File: src/rtl/dc_motor_ctrl.sv
// Sequencing controller in front of DC_MOTOR: signed setpoint to enable/cw/ccw/value,
// with speed ramp, dead time on reversal and overcurrent trip / retry / lockout.
module dc_motor_ctrl #(
  parameter int RAMP_DIV    = 1000,
  parameter int RAMP_STEP   = 8,
  parameter int DEAD_TIME   = 500,
  parameter int FAULT_RETRY = 50000,
  parameter int MAX_FAULTS  = 3
) (
  input  logic        clk,
  input  logic        reset,
  input  logic        run,
  input  logic [14:0] setpoint,
  input  logic        setpoint_valid,
  input  logic [11:0] adc,
  input  logic [11:0] adc_cmp,
  input  logic        adc_latch,
  input  logic        clear_fault,
  output logic        enable,
  output logic        cw,
  output logic        ccw,
  output logic [11:0] value,
  output logic [2:0]  state,
  output logic        fault,
  output logic        busy
);

  localparam int PW   = $clog2(RAMP_DIV + 1);
  localparam int TMAX = (DEAD_TIME > FAULT_RETRY) ? DEAD_TIME : FAULT_RETRY;
  localparam int TW   = $clog2(TMAX + 1);
  localparam int OW   = $clog2(DEAD_TIME + 1);
  localparam logic [11:0] STEP = 12'(RAMP_STEP);

  typedef enum logic [2:0] {
    S_IDLE  = 3'd0,
    S_RUN   = 3'd1,
    S_DEAD  = 3'd2,
    S_FAULT = 3'd3,
    S_LOCK  = 3'd4
  } state_t;

  state_t        state_q, state_d;
  logic [14:0]   sp_q, sp_d;
  logic          dir_q, dir_d;
  logic [11:0]   value_q, value_d;
  logic [PW-1:0] presc_q, presc_d;
  logic [TW-1:0] timer_q, timer_d;
  logic [3:0]    count_q, count_d;
  logic          lock_q, lock_d;
  logic          armed_q, armed_d;
  logic [OW-1:0] off_q, off_d;
  logic          enable_q, enable_d;
  logic          cw_q, cw_d;
  logic          ccw_q, ccw_d;
  logic          fault_q, fault_d;
  logic          busy_q, busy_d;

  logic [14:0]   sp_abs_s;
  logic [11:0]   mag_s;
  logic          sp_nz_s;
  logic          opposes_s;
  logic          reversal_s;
  logic [11:0]   tgt_s;
  logic [11:0]   diff_s;
  logic [11:0]   step_s;
  logic [11:0]   ramped_s;
  logic          trip_s;
  logic [3:0]    cnt_inc_s;
  logic          off_sat_s;
  logic          start_ok_s;

  // Setpoint decode: saturated magnitude and effective ramp target
  always_comb begin
    sp_abs_s   = sp_q[14] ? (~sp_q + 15'd1) : sp_q;
    mag_s      = (sp_abs_s > 15'd4095) ? 12'hFFF : sp_abs_s[11:0];
    sp_nz_s    = (sp_q != 15'd0);
    opposes_s  = sp_nz_s && (sp_q[14] != dir_q);
    reversal_s = run && opposes_s;
    if (!run || !sp_nz_s || opposes_s) begin
      tgt_s = 12'd0;
    end else begin
      tgt_s = mag_s;
    end
  end

  // One ramp step toward the target, clamped so it never overshoots
  always_comb begin
    if (tgt_s >= value_q) begin
      diff_s = tgt_s - value_q;
    end else begin
      diff_s = value_q - tgt_s;
    end
    step_s = (diff_s > STEP) ? STEP : diff_s;
    if (tgt_s >= value_q) begin
      ramped_s = value_q + step_s;
    end else begin
      ramped_s = value_q - step_s;
    end
  end

  // Fault qualification and restart guard
  always_comb begin
    trip_s     = adc_latch && (adc > adc_cmp);
    cnt_inc_s  = (count_q == 4'd15) ? 4'd15 : count_q + 4'd1;
    off_sat_s  = (off_q >= OW'(DEAD_TIME - 1));
    // A restart from IDLE in the opposite direction still honours the dead time
    start_ok_s = !armed_q || (sp_q[14] == dir_q) || off_sat_s;
  end

  // Next-state and next-output logic
  always_comb begin
    state_d = state_q;
    dir_d   = dir_q;
    value_d = value_q;
    presc_d = presc_q;
    timer_d = timer_q;
    lock_d  = lock_q;
    armed_d = armed_q;
    count_d = clear_fault ? 4'd0 : count_q;
    if (setpoint_valid && (state_q != S_LOCK)) begin
      sp_d = setpoint;
    end else begin
      sp_d = sp_q;
    end
    if (state_q == S_RUN) begin
      off_d = '0;
    end else if (off_sat_s) begin
      off_d = off_q;
    end else begin
      off_d = off_q + OW'(1);
    end

    case (state_q)
      S_IDLE: begin
        value_d = 12'd0;
        if (run && sp_nz_s && start_ok_s) begin
          state_d = S_RUN;
          dir_d   = sp_q[14];
          presc_d = '0;
          armed_d = 1'b1;
        end else begin
          state_d = S_IDLE;
        end
      end
      S_RUN: begin
        if (adc_latch && trip_s) begin
          state_d = S_FAULT;
          value_d = 12'd0;
          timer_d = '0;
          count_d = cnt_inc_s;
          lock_d  = (cnt_inc_s >= 4'(MAX_FAULTS));
        end else if ((value_q == 12'd0) && (tgt_s == 12'd0)) begin
          timer_d = '0;
          state_d = reversal_s ? S_DEAD : S_IDLE;
        end else if (presc_q == PW'(RAMP_DIV - 1)) begin
          presc_d = '0;
          value_d = ramped_s;
        end else begin
          presc_d = presc_q + PW'(1);
        end
      end
      S_DEAD: begin
        value_d = 12'd0;
        if (timer_q == TW'(DEAD_TIME - 1)) begin
          timer_d = '0;
          if (run && sp_nz_s) begin
            state_d = S_RUN;
            dir_d   = sp_q[14];
            presc_d = '0;
          end else begin
            state_d = S_IDLE;
          end
        end else begin
          timer_d = timer_q + TW'(1);
        end
      end
      S_FAULT: begin
        value_d = 12'd0;
        if (timer_q == TW'(FAULT_RETRY - 1)) begin
          timer_d = '0;
          state_d = lock_q ? S_LOCK : S_IDLE;
        end else begin
          timer_d = timer_q + TW'(1);
        end
      end
      S_LOCK: begin
        value_d = 12'd0;
        if (clear_fault) begin
          state_d = S_IDLE;
        end else begin
          state_d = S_LOCK;
        end
      end
      default: begin
        state_d = S_IDLE;
        value_d = 12'd0;
      end
    endcase

    enable_d = (state_d == S_RUN);
    cw_d     = enable_d && !dir_d;
    ccw_d    = enable_d && dir_d;
    fault_d  = (state_d == S_FAULT) || (state_d == S_LOCK);
    busy_d   = (state_d != S_IDLE);
  end

  // State and registered outputs
  always_ff @(posedge clk or posedge reset) begin
    if (reset) begin
      state_q  <= S_IDLE;
      sp_q     <= 15'd0;
      dir_q    <= 1'b0;
      value_q  <= 12'd0;
      presc_q  <= '0;
      timer_q  <= '0;
      count_q  <= 4'd0;
      lock_q   <= 1'b0;
      armed_q  <= 1'b0;
      off_q    <= '0;
      enable_q <= 1'b0;
      cw_q     <= 1'b0;
      ccw_q    <= 1'b0;
      fault_q  <= 1'b0;
      busy_q   <= 1'b0;
    end else begin
      state_q  <= state_d;
      sp_q     <= sp_d;
      dir_q    <= dir_d;
      value_q  <= value_d;
      presc_q  <= presc_d;
      timer_q  <= timer_d;
      count_q  <= count_d;
      lock_q   <= lock_d;
      armed_q  <= armed_d;
      off_q    <= off_d;
      enable_q <= enable_d;
      cw_q     <= cw_d;
      ccw_q    <= ccw_d;
      fault_q  <= fault_d;
      busy_q   <= busy_d;
    end
  end

  assign enable = enable_q;
  assign cw     = cw_q;
  assign ccw    = ccw_q;
  assign value  = value_q;
  assign state  = state_q;
  assign fault  = fault_q;
  assign busy   = busy_q;

endmodule

File: config.mk
export PLATFORM = sky130hd
export DESIGN_NAME = dc_motor_ctrl
export DESIGN_NICKNAME = d
export VERILOG_FILES = /design/src/rtl/dc_motor_ctrl.sv
export SDC_FILE = /design/constraint.sdc
export NUM_CORES = 1
export LEC_CHECK = 0
export ABC_AREA = 1
export CAP_MARGIN = 10
export CORE_MARGIN = 1.5
export CORE_UTILIZATION = 45
export CTS_CLUSTER_DIAMETER = 100
export CTS_CLUSTER_SIZE = 40
export DETAILED_ROUTE_END_ITERATION = 7
export GPL_TIMING_DRIVEN = 0
export HOLD_SLACK_MARGIN = 0.15
export SLEW_MARGIN = 20
export SYNTH_ARGS = -nofsm -noshare
export SYNTH_HDL_FRONTEND = slang
export SYNTH_SLANG_ARGS = --single-unit
File: constraint.sdc
create_clock -name clk -period 11.7 [get_ports clk]
set_input_delay 2.925 -clock clk [delete_from_list [all_inputs] [get_ports clk]]
set_output_delay 2.925 -clock clk [all_outputs]
set_load 0.03 [all_outputs]
**Sequential cells coloured by netlist name**

Other sequential cells in the stronger grey, the rest of the logic in the fainter grey.
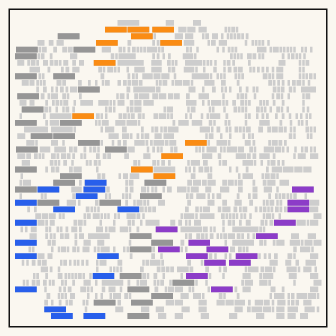
sp_q: drawn in purple, flops 15. value: drawn in orange, flops 12. timer_q: drawn in blue, flops 16.
Another 34 sequential cells are not coloured.
register area: 0.00193 sq mm
P_seq: 0.339 mW

**Cell outlines without signal wires**

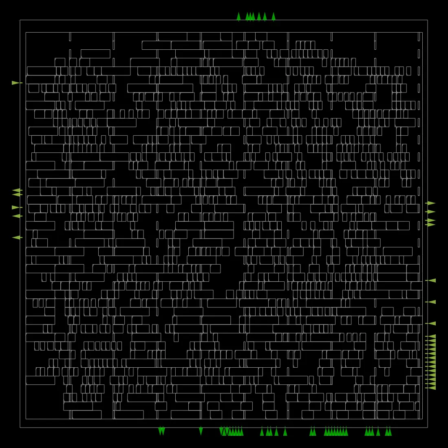
Std-Cell Core Area: 0.0154 sq mm
Row Count: 45

**Cell area per tile**

The die is cut into 13 by 13 equal tiles; white is low, dark blue is high, 0 to 100% covered.
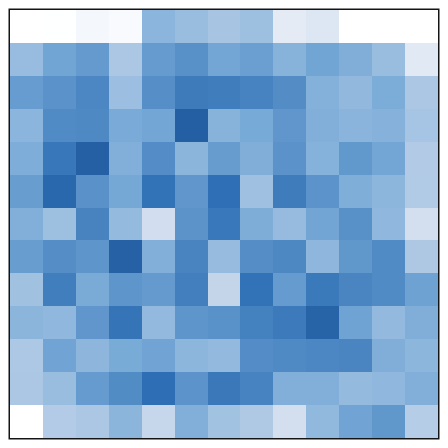
The emptiest ninth of the die: upper right. The mean over all tiles is 49%. 3.6% of the tiles are over 75% full. 3.6% of the tiles are nearly empty.
floorplan core density: 0.465
Final Core Density: 0.547

==> results.yml <==
# physical design summary
power:
  power.total_mw: 1.74
worst_setup_path:
  worstSetupPathType: "in2reg"
  r2r_end: "value[10]$_DFFE_PP0P_"
  r2r_slack_ns: 5.55
  worstSetupEndpoint: "value[10]$_DFFE_PP0P_"
  cp_common_cell: "nand2_1"
  cpPeakStageDelay_ns: 0.49
run_status:
  status: "finished, final reports clean"
synthesis:
  synthTopCellsByCount: "nand2_1, inv_1, nor2_1"
  edf_count: 0
  ys_area_sq_mm: 0.00715
cts:
  cts_setup_buffers: 0
final_timing:
  setup_viol: 0
  max_freq_mhz: 124
  worst_pin_slew_ns: 0.824
  finalHoldViolations: 0
  skew_ns: 0.00713
hold_path:
  whs_endpoint: "armed_q$_DFFE_PP0P_"
  hold_class: "reg2reg"
grt:
  grt_use_total: 0.226
cells_and_area:
  finalInstanceArea_sq_mm: 0.00841
  antenna_cells: 0
detailed_routing:
  firstDrtPassIters: 6
**Met1 routing**

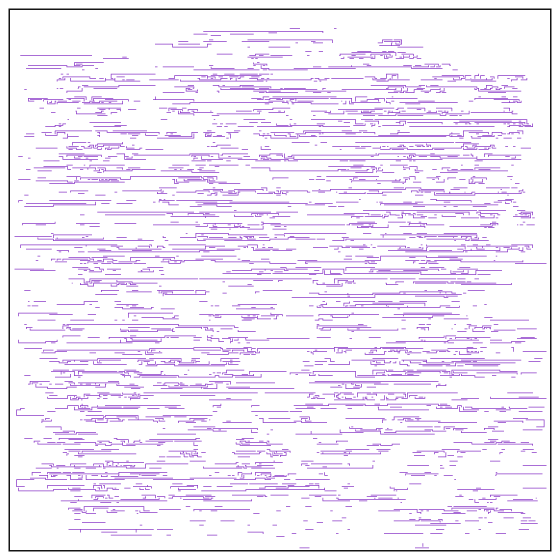
The layer carries 8790 um of wire. 1146 nets have wire on it. The longest straight run is 36.3 um. The wires run mostly horizontal. The layer holds 50% of the routed length.
Post-Route WL: 17700 um
routed vias: 6699

**Signal wires on met2**

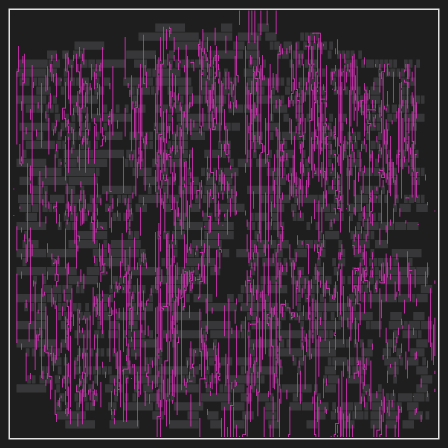
The wires run mostly vertical. The layer carries 8270 um of wire.
met2 Use GR: 0.390

## layout by cell type (no fill, tap or decap), types with 4 or more instances in the layout
cell / n
a21oi_1: 52
nor3_1: 14
nand2_2: 27
xnor2_1: 11
nand2_1: 293
o21ai_2: 9
inv_1: 181
dfrtp_1: 77
nand3_1: 64
nand4_1: 19
inv_2: 6
ha_1: 54
o21bai_1: 6
clkbuf_16: 9
o21ai_1: 10
o21ai_0: 35
nor2_1: 90
nor4_1: 7
buf_6: 8
xor2_1: 19
clkdlybuf4s50_1: 64
nand3b_1: 5
nor2_2: 12
clkbuf_1: 6
or2_2: 5
o221ai_1: 4
a2111oi_0: 4
nand3_2: 8
## metal layers
metal,routed length [um],track usage,up-vias
met4,190,0.0535,0
met1,8790,0.302,3054
li1,-,-,3560
met3,414,0.0301,14
met2,8270,0.390,71
met5,0,0,-
## cells by family after synthesis
group	share of synthesized area
simple gates	0.350
buf+inv	0.120
compound gates	0.118
flops	0.270
fa+ha+maj	0.103
xor+xnor	0.0368
mux	0.00315
## area by class of cell
| type | count | area share |
|---|---|---|
| buffer | 19 | 0.0180 |
| clock buffer | 12 | 0.0305 |
| clock inverter | 3 | 0.00818 |
| inverter | 189 | 0.0847 |
| multi-input combinational | 783 | 0.519 |
| sequential | 77 | 0.229 |
| tap | 211 | 0.0314 |
| timing repair buffer | 65 | 0.0795 |
## worst max-delay path, delay by kind of cell
family,cells,cell delay (ns)
AND/OR/NAND/NOR,19,2.23
adder cells (fa/ha/maj),3,0.97
AND-OR/OR-AND,5,0.86
XOR/XNOR,1,0.14
buffers and inverters,7,1.17
## registers in the layout, indices dropped and copies added (netlist names), 3 cells and up
name / count
sp_q: 15
presc_q: 10
count_q: 4
off_q: 9
value: 12
state: 3
timer_q: 16
Power is estimated from default activity; no workload was simulated.
